## src/rtl/id_pkg.sv

```systemverilog
// Shared decode types for the instruction-decode stage: control word,
// opcode set and the selector encodings used by the immediate and destination muxes.
package id_pkg;

  localparam int OPCODE_MSB = 31;
  localparam int OPCODE_LSB = 27;

  localparam logic [1:0] IMM_SEL_16 = 2'b00;
  localparam logic [1:0] IMM_SEL_19 = 2'b01;
  localparam logic [1:0] IMM_SEL_27 = 2'b10;

  localparam logic [1:0] REG_DST_RS1 = 2'b00;
  localparam logic [1:0] REG_DST_RS2 = 2'b01;
  localparam logic [1:0] REG_DST_RD  = 2'b10;

  typedef enum logic [4:0] {
    OP_ALU   = 5'd0,
    OP_ADDI  = 5'd2,
    OP_LOAD  = 5'd4,
    OP_STORE = 5'd6,
    OP_BEQ   = 5'd8,
    OP_JMP   = 5'd10,
    OP_CALL  = 5'd12,
    OP_RET   = 5'd14
  } id_opcode_e;

  typedef struct packed {
    logic       cmp;
    logic       returni;
    logic       mem_addr_sel;
    logic [1:0] sp_sel;
    logic       mem_wr;
    logic       wb_sel;
    logic       reg_wr;
    logic       call;
    logic [1:0] imm_sel;
    logic       branch_type;
    logic       branch_sel;
    logic [1:0] reg_dst_sel;
  } id_ctrl_t;

endpackage

```

## src/rtl/control_unit.sv

```systemverilog
// Opcode to control-word decoder; unknown opcodes decode to an all-zero bubble.
module Control_Unit
  import id_pkg::*;
(
  input  logic [4:0] opcode,
  output id_ctrl_t   ctrl
);

  always_comb begin
    ctrl = '0;
    case (opcode)
      OP_ALU: begin
        ctrl.reg_wr      = 1'b1;
        ctrl.imm_sel     = IMM_SEL_16;
        ctrl.reg_dst_sel = REG_DST_RD;
      end
      OP_ADDI: begin
        ctrl.reg_wr      = 1'b1;
        ctrl.imm_sel     = IMM_SEL_16;
        ctrl.reg_dst_sel = REG_DST_RS1;
      end
      OP_LOAD: begin
        ctrl.mem_addr_sel = 1'b1;
        ctrl.wb_sel       = 1'b1;
        ctrl.reg_wr       = 1'b1;
        ctrl.reg_dst_sel  = REG_DST_RS2;
      end
      OP_STORE: begin
        ctrl.mem_addr_sel = 1'b1;
        ctrl.mem_wr       = 1'b1;
      end
      OP_BEQ: begin
        ctrl.cmp         = 1'b1;
        ctrl.branch_type = 1'b1;
        ctrl.branch_sel  = 1'b1;
      end
      OP_JMP: begin
        ctrl.branch_sel = 1'b1;
        ctrl.imm_sel    = IMM_SEL_27;
      end
      OP_CALL: begin
        ctrl.call        = 1'b1;
        ctrl.sp_sel      = 2'b01;
        ctrl.mem_wr      = 1'b1;
        ctrl.branch_type = 1'b1;
        ctrl.branch_sel  = 1'b1;
        ctrl.imm_sel     = IMM_SEL_19;
      end
      OP_RET: begin
        ctrl.returni      = 1'b1;
        ctrl.sp_sel       = 2'b10;
        ctrl.mem_addr_sel = 1'b1;
      end
      default: ctrl = '0;
    endcase
  end

endmodule

```

## src/rtl/id_regfile_p.sv

```systemverilog
// Architectural register file: two asynchronous read ports, one write port,
// synchronous active-low clear. No register is hard-wired to zero.
module id_regfile_p #(
  parameter  int XLEN = 32,
  parameter  int NREG = 16,
  localparam int RAW  = $clog2(NREG)
) (
  input  logic            clk,
  input  logic            rst_n,
  input  logic [RAW-1:0]  rd_addr_a,
  input  logic [RAW-1:0]  rd_addr_b,
  output logic [XLEN-1:0] rd_data_a,
  output logic [XLEN-1:0] rd_data_b,
  input  logic            wr_en,
  input  logic [RAW-1:0]  wr_addr,
  input  logic [XLEN-1:0] wr_data
);

  logic [XLEN-1:0] regs [NREG];

  always_ff @(posedge clk) begin
    if (!rst_n) begin
      for (int i = 0; i < NREG; i++) regs[i] <= '0;
    end else if (wr_en) begin
      regs[wr_addr] <= wr_data;
    end
  end

  assign rd_data_a = regs[rd_addr_a];
  assign rd_data_b = regs[rd_addr_b];

endmodule

```

## src/rtl/id_stage_p.sv

```systemverilog
// Pipelined decode stage: register read with forwarding, load-use stall,
// flush, branch-target generation and a registered ID/EX output with valid/ready.
module id_stage_p
  import id_pkg::*;
#(
  parameter  int XLEN    = 32,
  parameter  int NREG    = 16,
  parameter  int NBYP    = 2,
  parameter  int RS1_LSB = 24,
  parameter  int RS2_LSB = 20,
  parameter  int RD_LSB  = 16,
  localparam int RAW     = $clog2(NREG)
) (
  input  logic                 clk,
  input  logic                 rst_n,
  input  logic                 in_valid,
  output logic                 in_ready,
  input  logic [31:0]          in_instr,
  input  logic [XLEN-1:0]      in_pc_plus_4,
  input  logic                 in_interrupt,
  input  logic                 wb_wr,
  input  logic [RAW-1:0]       wb_dst,
  input  logic [XLEN-1:0]      wb_data,
  input  logic [NBYP-1:0]      byp_valid,
  input  logic [NBYP-1:0]      byp_pending,
  input  logic [NBYP*RAW-1:0]  byp_dst,
  input  logic [NBYP*XLEN-1:0] byp_data,
  input  logic                 flush,
  output logic                 out_valid,
  input  logic                 out_ready,
  output logic [XLEN-1:0]      out_rs1,
  output logic [XLEN-1:0]      out_rs2,
  output logic [XLEN-1:0]      out_imm,
  output logic [XLEN-1:0]      out_pc_plus_4,
  output logic [RAW-1:0]       out_reg_dst,
  output logic [4:0]           out_opcode,
  output logic                 out_interrupt,
  output id_ctrl_t             out_ctrl,
  output logic [XLEN-1:0]      branch_pc,
  output logic                 branch_sel,
  output logic [31:0]          stall_cycles
);

  logic [4:0]      opcode;
  logic [RAW-1:0]  rs1, rs2, reg_dst;
  id_ctrl_t        ctrl;
  logic [XLEN-1:0] imm, rf_rs1, rf_rs2, rs1_val, rs2_val;
  logic            hazard, accept;

  assign opcode = in_instr[OPCODE_MSB:OPCODE_LSB];
  assign rs1    = in_instr[RS1_LSB +: RAW];
  assign rs2    = in_instr[RS2_LSB +: RAW];

  Control_Unit u_ctrl (
    .opcode (opcode),
    .ctrl   (ctrl)
  );

  id_regfile_p #(.XLEN(XLEN), .NREG(NREG)) u_regfile (
    .clk       (clk),
    .rst_n     (rst_n),
    .rd_addr_a (rs1),
    .rd_addr_b (rs2),
    .rd_data_a (rf_rs1),
    .rd_data_b (rf_rs2),
    .wr_en     (wb_wr),
    .wr_addr   (wb_dst),
    .wr_data   (wb_data)
  );

  always_comb begin
    case (ctrl.imm_sel)
      IMM_SEL_16: imm = {{(XLEN-16){in_instr[15]}}, in_instr[15:0]};
      IMM_SEL_19: imm = {{(XLEN-19){in_instr[18]}}, in_instr[18:0]};
      default:    imm = {{(XLEN-27){in_instr[26]}}, in_instr[26:0]};
    endcase
  end

  always_comb begin
    case (ctrl.reg_dst_sel)
      REG_DST_RS1: reg_dst = rs1;
      REG_DST_RS2: reg_dst = rs2;
      default:     reg_dst = in_instr[RD_LSB +: RAW];
    endcase
  end

  // Lowest-priority source first, so later assignments (lower k) win.
  always_comb begin
    rs1_val = rf_rs1;
    rs2_val = rf_rs2;
    if (wb_wr && wb_dst == rs1) rs1_val = wb_data;
    if (wb_wr && wb_dst == rs2) rs2_val = wb_data;
    for (int k = NBYP - 1; k >= 0; k--) begin
      if (byp_valid[k] && !byp_pending[k] && byp_dst[k*RAW +: RAW] == rs1)
        rs1_val = byp_data[k*XLEN +: XLEN];
      if (byp_valid[k] && !byp_pending[k] && byp_dst[k*RAW +: RAW] == rs2)
        rs2_val = byp_data[k*XLEN +: XLEN];
    end
  end

  // Any pending source on either field stalls, even if a higher-priority one is ready.
  always_comb begin
    hazard = 1'b0;
    for (int k = 0; k < NBYP; k++) begin
      if (in_valid && byp_valid[k] && byp_pending[k] &&
          (byp_dst[k*RAW +: RAW] == rs1 || byp_dst[k*RAW +: RAW] == rs2))
        hazard = 1'b1;
    end
  end

  assign in_ready   = rst_n && (flush || ((!out_valid || out_ready) && !hazard));
  assign accept     = in_valid && in_ready && !flush;
  assign branch_pc  = imm + (ctrl.branch_type ? in_pc_plus_4 : '0);
  assign branch_sel = ctrl.branch_sel && accept;

  always_ff @(posedge clk) begin
    if (!rst_n) begin
      out_valid     <= 1'b0;
      out_rs1       <= '0;
      out_rs2       <= '0;
      out_imm       <= '0;
      out_pc_plus_4 <= '0;
      out_reg_dst   <= '0;
      out_opcode    <= '0;
      out_interrupt <= 1'b0;
      out_ctrl      <= '0;
    end else if (flush) begin
      out_valid <= 1'b0;
    end else if (accept) begin
      out_valid     <= 1'b1;
      out_rs1       <= rs1_val;
      out_rs2       <= rs2_val;
      out_imm       <= imm;
      out_pc_plus_4 <= in_pc_plus_4;
      out_reg_dst   <= reg_dst;
      out_opcode    <= opcode;
      out_interrupt <= in_interrupt;
      out_ctrl      <= ctrl;
    end else if (out_ready) begin
      out_valid <= 1'b0;
    end
  end

  always_ff @(posedge clk) begin
    if (!rst_n)
      stall_cycles <= '0;
    else if (in_valid && !in_ready && !flush && stall_cycles != 32'hFFFF_FFFF)
      stall_cycles <= stall_cycles + 32'd1;
  end

endmodule

```

## config.mk

```make
export PLATFORM = sky130hd
export DESIGN_NAME = id_stage_p
export DESIGN_NICKNAME = d
export VERILOG_FILES = /design/src/rtl/id_pkg.sv /design/src/rtl/control_unit.sv /design/src/rtl/id_regfile_p.sv /design/src/rtl/id_stage_p.sv
export SDC_FILE = /design/constraint.sdc
export NUM_CORES = 2
export LEC_CHECK = 0
export CORE_MARGIN = 4
export CORE_UTILIZATION = 58
export DETAILED_ROUTE_END_ITERATION = 10
export PLACE_DENSITY = 0.82
export SYNTH_ARGS = -nofsm -noshare
export SYNTH_HDL_FRONTEND = slang
export SYNTH_SLANG_ARGS = --single-unit
export TNS_END_PERCENT = 100
```

## constraint.sdc

```tcl
create_clock -name clk -period 7.49 [get_ports clk]
set_input_delay 1.498 -clock clk [delete_from_list [all_inputs] [get_ports clk]]
set_output_delay 1.498 -clock clk [all_outputs]
set_load 0.02 [all_outputs]
```

Fig. 1: routing congestion map
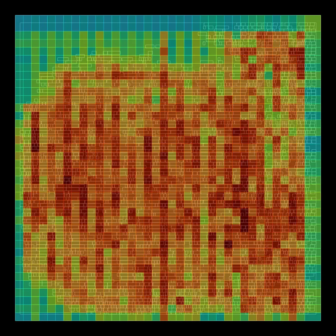
Global Route met1 Usage: 45.0%
GR Layer Usage met2: 57.9%
Layout Utilization: 70.0%
All-Layer GR Usage: 36.4%
routed len/inst: 30.7 um

Fig. 2: routed metal, one color a layer
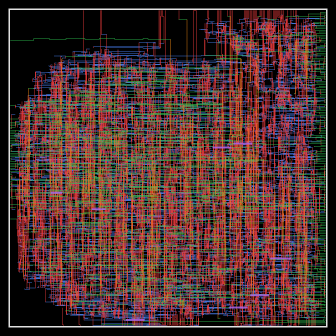
M3: shown in green, wire length 18000 um. M2: shown in red, wire length 59.1 mm. M5: shown in purple, wire length 103 um. M4: shown in orange, wire length 7630 um. M1: shown in blue, wire length 41.3 mm.

Fig. 3: M2 wires
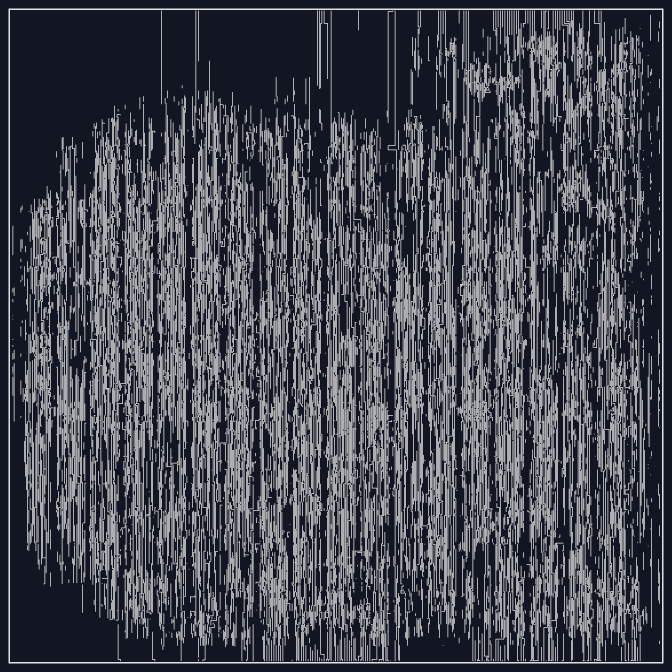
The wires run mostly vertical. The longest straight run is 87.0 um. 3072 nets have wire on it. The layer carries 59.1 mm of wire.
overall via count from detail_route: 28100
routed wire length: 126000 um

==> COMMIT_EDITMSG <==
Refresh implementation metrics

* Power in sequential cells: 4.45 mW
* Die H: 262 um
* I/O pin total: 403
* Number of distinct library cells after synthesis: 59
* Htree depth: 3
- Clk buf depth: 3
* Sum of overflow across all layers after global routing: 0
- Worst Setup Start Kind: primary input
- Post-route clock period utilization: 97.0%
- Chip Area, Yosys: 37400 um^2
- TritonCTS built the clock tree.
* Starting density of the core: 58.9%
- Max Freq: 138 MHz
* Max-slew violation count: 0
- Outcome: complete, no violations
* Setup slack of the most critical reg-to-reg path: 4.55 ns
- By startpoint and endpoint, the worst setup path is classified as in2out.
* Worst supply voltage drop on vdd: 0.196 mV
- Number of enable flip-flop cells: 512
* Proportion of power drawn by the clock network: 38.2%
- Fraction of post-synthesis cell area in the top cell type by area: 41.1%
- Looking at the power breakdown, combinational cells take 15.5% of the total.
* Worst-Margin Slew: 1.20 ns
- Pwr Density: 215 nW/um^2
* Hold-critical path endpoint: out_imm[10]
- Signal nets in the final route climb as high as met5.
- By instance count after routing, the leading logic cell type is and2_1.
* Critical R2R Launch: stall_cycles[14]
* Levels on crit path: 14
- Per the repair_timing log after CTS, setup buffers inserted total 0.
- Met3 layer usage reported by global route: 11.1%
* Number of cells on the worst reg-to-reg path: 8
- Last element of the critical path: branch_pc[19]
- Crit path max-delay cell type: clkdlybuf4s50_1
- Looking at the reg2reg group, the worst path ends at stall_cycles[24].
- Maximum number of pins on one net before global-route repair: 218
* Synth Cell Area: 37400 um^2
- Filler cells: 4198
* Met2 WL post-DR: 59100 um
- Yosys attributes the largest share of cell area to edfxtp_1 41%, mux4_2 19%, dfxtp_1 9.6%, and2_1 9.5%, nand3_1 1.9%.
* Number of hold buffers added after CTS: 0
synthesized netlist by cell type (13+ instances only):
master,count
edfxtp_1,512
mux4_2,320
buf_2,40
a21o_1,25
a21boi_1,16
nor2_1,105
ha_1,32
buf_6,26
inv_1,24
o21ai_0,28
and2_1,570
nand4_1,13
a21oi_1,104
o21ai_1,71
a211oi_1,70
nand2b_1,13
nand3_1,143
nand2_1,155
xnor2_1,45
and3_1,19
clkbuf_1,177
dfxtp_1,179
xor2_1,30
mux2i_1,68
nor3_1,24
state kept, by name, summed over array words and instances, names as in the netlist:
signal	count
out_reg_dst	4
out_valid	1
out_interrupt	1
out_rs1	32
stall_cycles	32
out_rs2	32
out_ctrl	13
out_imm	27
out_opcode	5
u_regfile.regs	512
out_pc_plus_4	32
logic make-up (layout without fill, tap and decap cells):
group,after synthesis,after routing,share of synthesized area [%]
compound gates,351,351,5.75
xor+xnor,75,75,1.75
fa+ha+maj,33,33,1.12
buf+inv,288,627,3.67
flops,691,691,50.6
mux,388,388,21.1
other cells,0,14,0
simple gates,1082,1082,16.0
metrics by stage:
step	power [mW]	std cells	setup slack, ns	util (%)	hold slack, ns
after floorplan	5.35	2908	1.11	-	0.528
after global placement	5.92	3959	0.298	66.2	0.439
after detailed placement	5.97	3959	0.262	66.2	0.447
after CTS	9.57	4093	0.239	70.0	0.456
after global routing	9.84	4105	0.0467	70.0	0.471
final	9.59	4107	0.221	70.0	0.452
layout make-up:
cell class	count	area share, %
Inverter	24	0.202
Clock inverter	26	0.537
Timing Repair Buffer	469	10.3
Tap cell	846	2.38
Clock buffer	108	4.82
Multi-Input combinational cell	1929	39.1
Sequential cell	691	42.6
Antenna cell	14	0.0787
Power is estimated from default activity; no workload was simulated.
